$ cat src/rtl/cache_ctrl.sv
// rtl/cache_ctrl.sv - control FSM for the 4-way set-associative data cache
// Sequences lookup, writeback, allocate and re-lookup; owns per-set tree PLRU.
module cache_ctrl #(
   parameter int NUM_SETS = 16,
   parameter int NUM_WAYS = 4
) (
   input  logic                        clk,
   input  logic                        rst,
   input  logic [3:0]                  ufp_rmask,
   input  logic [3:0]                  ufp_wmask,
   input  logic [$clog2(NUM_SETS)-1:0] ufp_set,
   output logic                        ufp_resp,
   input  logic                        hit,
   input  logic [$clog2(NUM_WAYS)-1:0] hit_way,
   input  logic [NUM_WAYS-1:0]         valid_vec,
   input  logic [NUM_WAYS-1:0]         dirty_vec,
   output logic                        dfp_read,
   output logic                        dfp_write,
   input  logic                        dfp_resp,
   output logic                        req_latch,
   output logic                        mask_sel,
   output logic                        wdata_sel,
   output logic                        cache_sig_sel,
   output logic [$clog2(NUM_WAYS)-1:0] way_sel,
   output logic                        data_we,
   output logic                        tag_we,
   output logic                        valid_set,
   output logic                        dirty_wr,
   output logic                        dirty_val
);
   localparam int SET_W = $clog2(NUM_SETS);
   localparam int WAY_W = $clog2(NUM_WAYS);

   typedef enum logic [2:0] {
      S_IDLE, S_COMPARE, S_WRITEBACK, S_ALLOCATE, S_REREAD
   } state_t;

   state_t                      state_q, state_d;
   logic [NUM_SETS-1:0][2:0]    plru_q, plru_d;
   logic [WAY_W-1:0]            victim_q, victim_d;
   logic                        is_write_q, is_write_d;
   logic [SET_W-1:0]            set_q, set_d;

   logic [2:0]                  plru_cur, plru_upd;
   logic [WAY_W-1:0]            plru_victim, victim_c;
   logic                        found_invalid, needs_wb;

   always_ff @(posedge clk or posedge rst) begin
      if (rst) begin
         state_q    <= S_IDLE;
         plru_q     <= '0;
         victim_q   <= '0;
         is_write_q <= 1'b0;
         set_q      <= '0;
      end else begin
         state_q    <= state_d;
         plru_q     <= plru_d;
         victim_q   <= victim_d;
         is_write_q <= is_write_d;
         set_q      <= set_d;
      end
   end

   // Tree PLRU: b0 picks the half, b1/b2 pick the way inside the low/high half.
   always_comb begin
      plru_cur    = plru_q[set_q];
      plru_victim = plru_cur[0] ? {1'b1, plru_cur[2]} : {1'b0, plru_cur[1]};
      plru_upd    = plru_cur;
      plru_upd[0] = ~hit_way[1];
      if (!hit_way[1]) plru_upd[1] = ~hit_way[0];
      else             plru_upd[2] = ~hit_way[0];
   end

   // Invalid ways are filled lowest-index first before PLRU is consulted.
   always_comb begin
      victim_c      = plru_victim;
      found_invalid = 1'b0;
      for (int w = 0; w < NUM_WAYS; w++) begin
         if (!found_invalid && !valid_vec[w]) begin
            victim_c      = WAY_W'(w);
            found_invalid = 1'b1;
         end
      end
      needs_wb = valid_vec[victim_c] && dirty_vec[victim_c];
   end

   always_comb begin
      state_d       = state_q;
      plru_d        = plru_q;
      victim_d      = victim_q;
      is_write_d    = is_write_q;
      set_d         = set_q;
      ufp_resp      = 1'b0;
      dfp_read      = 1'b0;
      dfp_write     = 1'b0;
      req_latch     = 1'b0;
      mask_sel      = 1'b0;
      wdata_sel     = 1'b0;
      cache_sig_sel = 1'b0;
      way_sel       = '0;
      data_we       = 1'b0;
      tag_we        = 1'b0;
      valid_set     = 1'b0;
      dirty_wr      = 1'b0;
      dirty_val     = 1'b0;
      if (!rst) begin
         unique case (state_q)
            S_IDLE: begin
               if ((ufp_rmask != 4'b0) || (ufp_wmask != 4'b0)) begin
                  req_latch  = 1'b1;
                  is_write_d = (ufp_wmask != 4'b0);
                  set_d      = ufp_set;
                  state_d    = S_COMPARE;
               end
            end
            S_COMPARE: begin
               if (hit) begin
                  ufp_resp       = 1'b1;
                  way_sel        = hit_way;
                  plru_d[set_q]  = plru_upd;
                  if (is_write_q) begin
                     data_we   = 1'b1;
                     dirty_wr  = 1'b1;
                     dirty_val = 1'b1;
                  end
                  state_d = S_IDLE;
               end else begin
                  victim_d = victim_c;
                  state_d  = needs_wb ? S_WRITEBACK : S_ALLOCATE;
               end
            end
            S_WRITEBACK: begin
               dfp_write = 1'b1;
               way_sel   = victim_q;
               if (dfp_resp) state_d = S_ALLOCATE;
            end
            S_ALLOCATE: begin
               dfp_read = 1'b1;
               way_sel  = victim_q;
               if (dfp_resp) begin
                  data_we       = 1'b1;
                  tag_we        = 1'b1;
                  valid_set     = 1'b1;
                  dirty_wr      = 1'b1;
                  mask_sel      = 1'b1;
                  wdata_sel     = 1'b1;
                  cache_sig_sel = 1'b1;
                  state_d       = S_REREAD;
               end
            end
            S_REREAD: begin
               req_latch = 1'b1;
               state_d   = S_COMPARE;
            end
            default: state_d = S_IDLE;
         endcase
      end
   end
endmodule
$ cat config.mk
export PLATFORM = sky130hd
export DESIGN_NAME = cache_ctrl
export DESIGN_NICKNAME = d
export VERILOG_FILES = /design/src/rtl/cache_ctrl.sv
export SDC_FILE = /design/constraint.sdc
export NUM_CORES = 1
export LEC_CHECK = 0
export CELL_PAD_IN_SITES_DETAIL_PLACEMENT = 1
export CELL_PAD_IN_SITES_GLOBAL_PLACEMENT = 2
export CORE_MARGIN = 8
export CORE_UTILIZATION = 25
export CTS_CLUSTER_SIZE = 40
export DETAILED_ROUTE_END_ITERATION = 16
export GPL_ROUTABILITY_DRIVEN = 0
export GPL_TIMING_DRIVEN = 0
export HOLD_SLACK_MARGIN = 0.03
export PLACE_DENSITY_LB_ADDON = 0.1
export SLEW_MARGIN = 20
export SYNTH_ARGS = -nofsm -noshare
export SYNTH_HDL_FRONTEND = slang
export SYNTH_SLANG_ARGS = --single-unit
$ cat constraint.sdc
create_clock -name clk -period 2.7 [get_ports clk]
set_input_delay 0.54 -clock clk [delete_from_list [all_inputs] [get_ports clk]]
set_output_delay 0.54 -clock clk [all_outputs]
set_load 0.005 [all_outputs]
registers.png
Scale bar: 20 um. Other sequential cells in the stronger gray, the rest of the logic in the fainter gray.
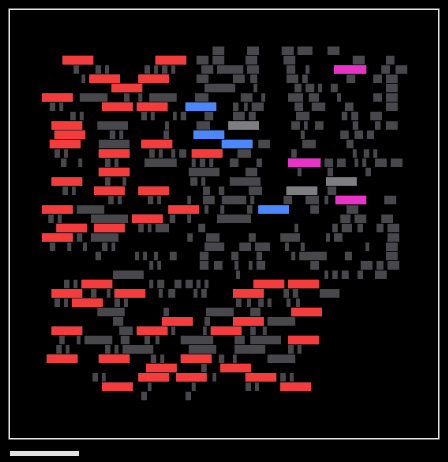
red -> plru_q  # placed flops 48
magenta -> state_q  # placed flops 3
blue -> set_q  # placed flops 4
not colored = 3
Register Area: 1450 um2
Core Util, Final: 0.346
seq pwr: 0.00134 W
flop share of the area: 0.367

gate_families.png
Scale bar: 20 um.
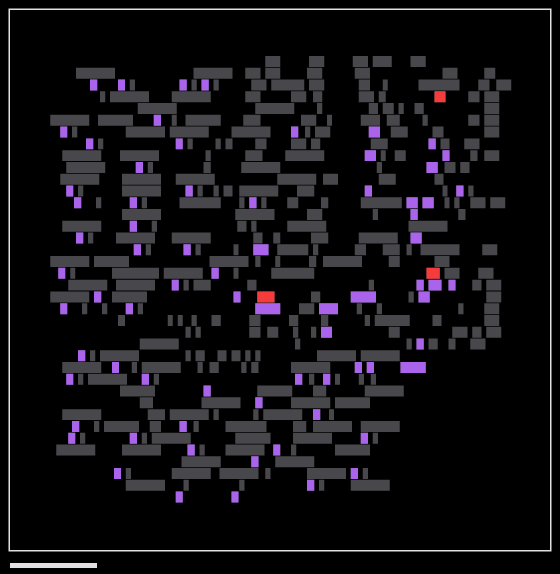
red -> AND-OR and OR-AND gates  # cells 3
purple -> inverting AOI/OAI gates  # cells 72
most numerous logic cell after layout: dfrtp_1
Finished Layout Cells: 501

pins.png
Pins as bars across the die edge, other pins in gray.
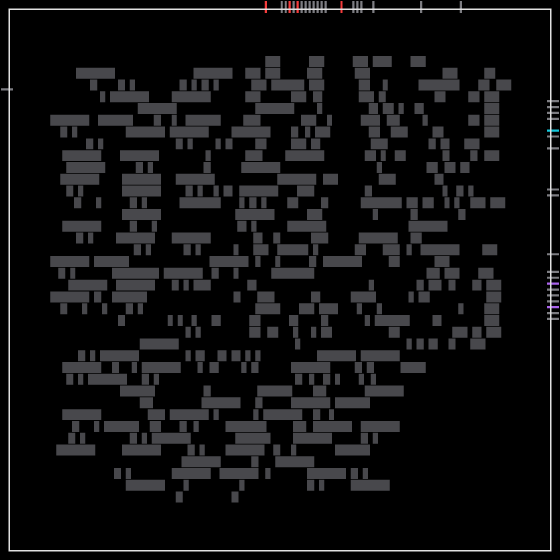
cyan -> cache_sig_sel  # pins 1, direction output, edge east
purple -> hit_way  # pins 2, direction input, edge east
red -> ufp_set  # pins 4, direction input, edge north
all pins by edge = 20 north, 19 east, 1 west
die height: 125 um
Die Span X: 125 um
Port Buffers: 39

metal_stack.png
Only two layers are drawn.
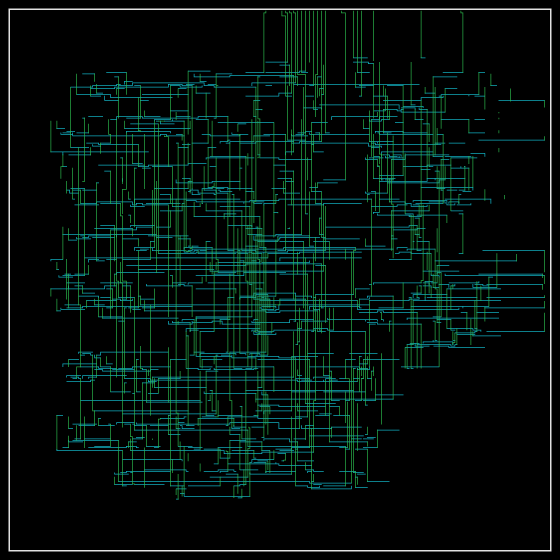
cyan -> met1  # wire length 4460 um
green -> met2  # wire length 4360 um
GRT Total Usage: 0.121
drt total wl: 9200 um
vias: 2383
routed len/inst: 18.4 um

[metrics by stage]
| step | TNS, ns | hold WS [ns] | cell area [um2] | utilization |
|---|---|---|---|---|
| after global routing | -0.0691 | 0.499 | 3960 | 0.346 |
| final | 0 | 0.481 | 3960 | 0.346 |
| after global placement | -3.87 | 0.457 | 3530 | 0.308 |
| after floorplan | 0 | 0.442 | 2960 | - |
| after CTS | -0.131 | 0.482 | 3910 | 0.341 |
| after detailed placement | -3.02 | 0.468 | 3580 | 0.312 |
[timing repair]
| item | CTS | global route |
|---|---|---|
| endpoints found under the setup margin | 32 | 21 |
| resized | 10 | 13 |
| buffers inserted | 0 | 2 |
| hold buffers | 0 | 0 |
| pin swaps | 0 | 2 |
[sequential cells by signal (all words and copies together) (netlist names)]
register    flops
victim_q        2
plru_q         48
set_q           4
is_write_q      1
state_q         3
==> impl_metrics.py <==
# Generated from Yosys and OpenROAD reports
metrics = {
    "layout": {
        "syn_to_final_growth_pct": 34.0,
        "layout-drive-gt1-share": 0.184,
        "lay_top_cells": "dfrtp_1, nand2_1, clkdlybuf4s50_1",
        "buffer_area_frac": 0.143,
        "inverters_excl_clock": 3,
        "comb_cells": 219,
        "final_nets": 379,
        "buffers": 62,
    },
    "route": {
        "route.met3.wl_um": 266,
        "antenna_left": 0,
        "top_layer": "met4",
        "firstDrtPassIters": 4,
    },
    "die": {
        "core_util_floorplan": 0.258,
        "n_tap_cell": 143,
        "core_um2": 11500,
        "rows": 39,
        "dieArea_um2": 15600,
    },
    "pwr": {
        "power_frac_clock": 0.300,
        "maxPowerGroup": "combinational logic",
        "switching_power_w": 0.00137,
        "vdd.ir_drop.worst_mv": 0.382,
        "power_frac_seq": 0.346,
        "internal_power_w": 0.00251,
        "p_per_area_nw_per_um2": 979,
        "pg_clk_w": 0.00116,
        "p_comb_w": 0.00137,
        "switching_share": 0.353,
    },
    "global_routing": {
        "grt_pass1_wl_um": 14800,
        "grt_use_met3": 0.0298,
        "overflow": 0,
    },
    "worst_setup_path": {
        "r2r_slack_ns": 0.16,
        "required_ns": 2.16,
        "cp_data_arrival_time_ns": 2.10,
        "path_class": "primary input to primary output",
        "startpoint_type": "primary input",
        "crit_path_end": "dirty_val",
        "crit_slowest_cell": "clkdlybuf4s50_1",
        "crit_top_cell": "clkdlybuf4s50_1",
        "ff2ff_path_depth": 7,
        "path_cells": "clkdlybuf4s50_1 -> and2b_2 -> and3_4 -> and2_1 -> clkdlybuf4s50_1",
    },
    "clock_tree": {
        "cts_buffers": 9,
        "tritoncts": "built",
        "htreeDepth": 3,
    },
    "synth": {
        "synthCells": 301,
        "edf_count": 0,
        "ff_type": "dfrtp_1",
        "ys_sh_xor": 0,
        "ys_top_logic_family": "simple AND/OR/NAND/NOR gates",
        "yosys_area_um2": 2960,
        "fp_nets": 327,
        "synthTopCellsByArea": "dfrtp_1, mux4_2, nand2_1",
        "common_cells": "dfrtp_1, nand2_1, nor2_1",
        "syn_area_um2": 2960,
        "yosys_warnings": 0,
        "async_flop_share": 1.00,
        "ys_sh_aoi": 0.152,
    },
    "timing": {
        "finalMaxSlewViolations": 0,
        "hold_viol": 0,
        "max_freq_mhz": 379,
        "setup_viol": 0,
    },
    "placed_design": {
        "dpl.hpwl_um": 6800,
        "pre_cts_ws_ns": -0.200,
        "post-place-cells": 485,
    },
    "worst_hold_path": {
        "holdPathStages": 2,
        "min_to": "plru_q[39]$_DFFE_PP0P_",
    },
    "status": {
        "status": "finished clean",
    },
}
Power and IR drop assume default switching activity.
